Fig. 1: signal wires on met3
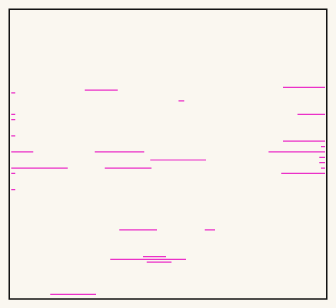
Fig. 2: local utilization
The die is cut into 8 by 7 equal tiles; white is low, dark blue is high, 0 to 100% covered.
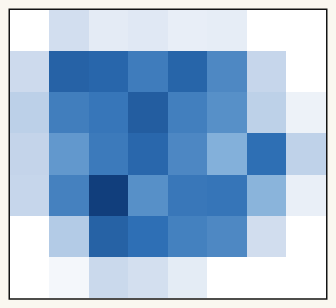
Fig. 3: pin map
Pins as bars across the die edge, other pins in gray.
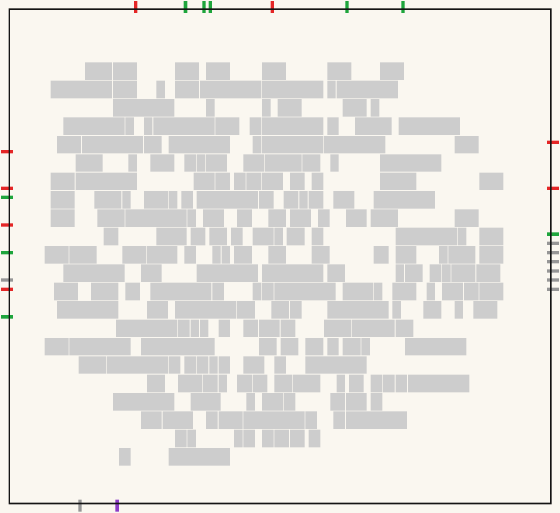
Fig. 4: routed clock nets over the placement
Bar = 20 µm.
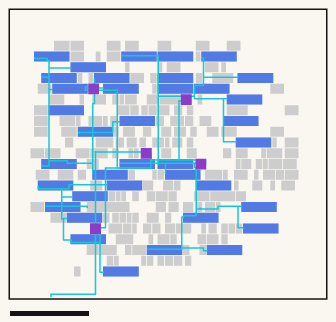
Fig. 5: cell outlines without signal wires
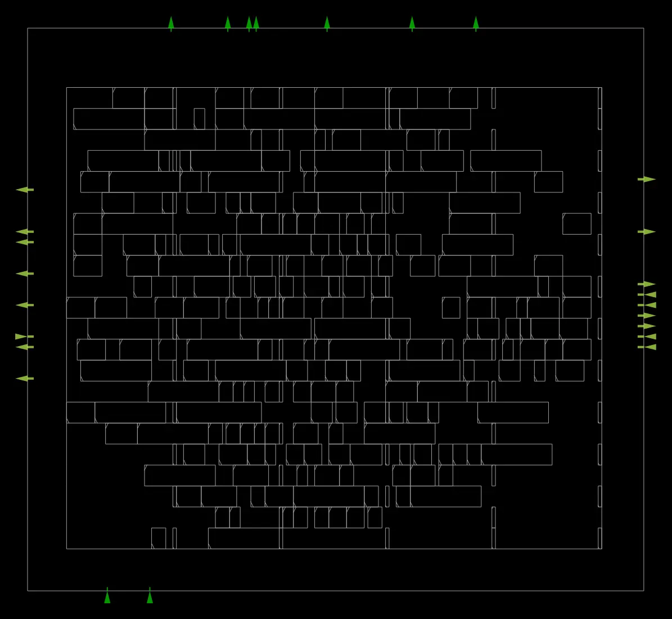
Design ss_stream_decoder, sky130hd; sources not shown.
==> results.py <==
# Auto-generated metrics
metrics = {
    "drt": {
        "wl_per_cell_um": 14.0,
        "drcViolationCount": 0,
        "drt-pass1-iter-count": 4,
        "drt_iter0_markers": 91,
        "ant_nets": 0,
        "vias_per_cell": 5.26,
    },
    "power_and_ir_drop": {
        "power-per-cell-area_nw_per_um2": 496,
        "p_leak_nw": 1.15,
        "ir_drop_mv": 0.321,
    },
    "floorplanning": {
        "die-area_um2": 5840,
        "ios": 26,
    },
    "yosys": {
        "edf_count": 0,
        "synth_flops": 37,
        "topCellsByArea": "dfrtp_1 (47%), mux2_2 (5.1%), o21ai_0 (5.0%)",
        "yosys_area_um2": 1980,
        "syn_area_um2": 1980,
        "yosys_warnings": 0,
        "top_area_share_pct": 46.7,
        "ys_cells": 193,
        "syn_inst": 193,
        "synth_nets": 204,
        "ys_seq_share_pct": 46.7,
        "yosys.area.top_type": "dfrtp_1",
        "synthFlopType": "dfrtp_1",
        "ys_async_sr_fraction_pct": 100,
        "ys_types": 44,
        "top_cells_by_count": "dfrtp_1 (37), o21ai_0 (20), nand2_1 (17), nor2_1 (11), mux2_2 (9)",
        "syn_area_per_cell_um2": 10.3,
        "most_common_cell": "dfrtp_1",
    },
    "clock_network": {
        "clk_pin_slew_ps": 110,
        "htreeDepth": 2,
        "cts_resized": 0,
        "postCtsSetupRepairBufs": 0,
        "clockBufferDepth": 2,
        "cts_tree": "done",
        "clkLatencyLatePin_ps": 340,
        "ctsHoldBuffers": 0,
        "clock_sinks": 37,
        "numCtsBuffers": 5,
        "cts_root_buf": "clkbuf_4",
    },
    "layout": {
        "fin_area_um2": 2360,
        "syn_to_final_growth_pct": 19.0,
        "drive_gt1_share_pct": 14.9,
        "antenna_cells": 0,
        "fin_nets": 232,
        "fillCellCount": 370,
        "stdcell_count": 281,
    },
    "sta": {
        "setup_violations": 0,
        "hold_viol": 0,
        "worst_slew_pin_slew_ps": 830,
        "post-route-min-period_ps": 2270,
        "holdWs_ps": 387,
        "finalCritPeriodShare_pct": 87.1,
        "tns_ps": 0,
        "rsz0062_at_grt": "no",
        "drv_slew": 0,
        "worst_slack_ps": 335,
        "slew_headroom_pct": 44.7,
        "fmax_mhz": 441,
    },
    "grt": {
        "antenna_found_initial": 0,
        "grt_pass1_wl_mm": 6.73,
        "track_usage_pct": 14.9,
        "overflow": 0,
        "grt_pass1_vias": 1416,
        "grt_max_degree": 38,
    },
    "place": {
        "placed_area_um2": 2290,
        "place_ws_ps": 91.3,
        "dp_cells": 274,
        "hpwl_mm": 2.70,
        "gp_congestion": 0.804,
    },
    "critical_path": {
        "r2r_cells": 5,
        "required_ps": 1950,
        "reg2reg_slack_ps": 450,
        "crit_path_start_kind": "register",
        "cp_max_fo": 7,
        "arrival_ps": 1620,
        "crit_type": "register to output port",
        "setup.worst_path.end_class": "output port",
    },
    "min_path": {
        "min_path_type": "input port to async pin",
    },
    "status": {
        "status": "completed",
    },
    "job": {
        "warnings": 27,
        "drv_cap": 0,
    },
}
About Fig. 1:
wire length on this layer	179 µm
share of all routed wire	4.5%
WL final: 3.95 mm
routing usage on met3: 3.09%
detailed-route via count: 1,478

About Fig. 2:
fullest tile	94%
mean over tiles	39%
nearly empty tiles	18%
densest ninth of the die	center
tiles over 75% full	13%
Final Core Density: 56.8%
floorplan utilization: 47.7%

About Fig. 3:
port	color	pins	direction	edge
`z_binary`	red	8	output	4 west, 2 east, 2 north
`z_ones`	green	9	output	5 north, 3 west, 1 east
`rst`	purple	1	input	south
Die Width: 80.0 µm
Port Buf Inserts: 25

About Fig. 4:
[clock drivers] purple | count: 5
[clock wires] cyan | length: 495 µm
[flip-flops] blue | count: 37
routed clock nets	6
Clock net power: 0.000386 W
Final Skew: 8.62 ps
clock power share: 33.0%

About Fig. 5:
core area: 4160 µm²
# rows: 22
seq_cells: 37
Seq/total area: 39.2%

-- placed cells by master, fill, tap and decap left out, drive strengths merged, types with 4 or more instances in the layout --
cell type / n
inv: 8
nor2: 11
ha: 4
clkdlybuf4s50: 24
and3: 7
xnor2: 7
clkbuf: 5
a21oi: 5
a31oi: 4
mux2: 12
nand3: 8
o21ai: 21
nand4: 4
dfrtp: 37
nand2: 17
mux2i: 6
buf: 8
-- metal layers --
metal,up-vias,track usage (%),wire length (µm)
met5,-,0,0
met1,696,21.2,1950
li1,739,-,-
met3,6,3.09,179
met2,37,21.4,1740
met4,0,7.32,70
-- area by class of cell --
class / count / area (µm²) / share of cell area [%]
Multi-Input combinational cell: 137 / 958 / 40.6
Sequential cell: 37 / 926 / 39.2
Timing Repair Buffer: 32 / 298 / 12.6
Tap cell: 60 / 75.1 / 3.18
Clock buffer: 5 / 37.5 / 1.59
Clock inverter: 2 / 35.0 / 1.48
Inverter: 8 / 30.0 / 1.27
-- power by group --
| part | internal [W] | switching, W | total [W] |
|---|---|---|---|
| registers | 0.000590 | 0.0000244 | 0.000614 |
| clock network | 0.000196 | 0.000190 | 0.000386 |
| logic | 0.0000720 | 0.0000981 | 0.000170 |
| total | 0.000858 | 0.000313 | 0.00117 |
-- through the flow --
step | util, % | total power, W
global route | 56.8 | 0.00123
global placement | 55.0 | 0.000793
floorplan | - | 0.000724
finish | 56.8 | 0.00117
detailed placement | 55.0 | 0.000798
CTS | 56.8 | 0.00119
-- kinds of logic after synthesis --
| family | Yosys count | synth area share (%) |
|---|---|---|
| muxes | 18 | 10.4 |
| xor gates and xnor gates | 9 | 3.97 |
| and+or+nand+nor | 61 | 16.9 |
| DFF | 37 | 46.7 |
| buffers and inverters | 19 | 4.98 |
| adders and majority gates | 4 | 2.52 |
| AOI/OAI and AO/OA | 45 | 14.5 |
-- critical path, cell delays in order, from the launching register on --
cell and delay, ps:
dfrtp_1 460, nor2b_1 190, clkdlybuf4s50_1 620
Power and IR drop assume default switching activity.
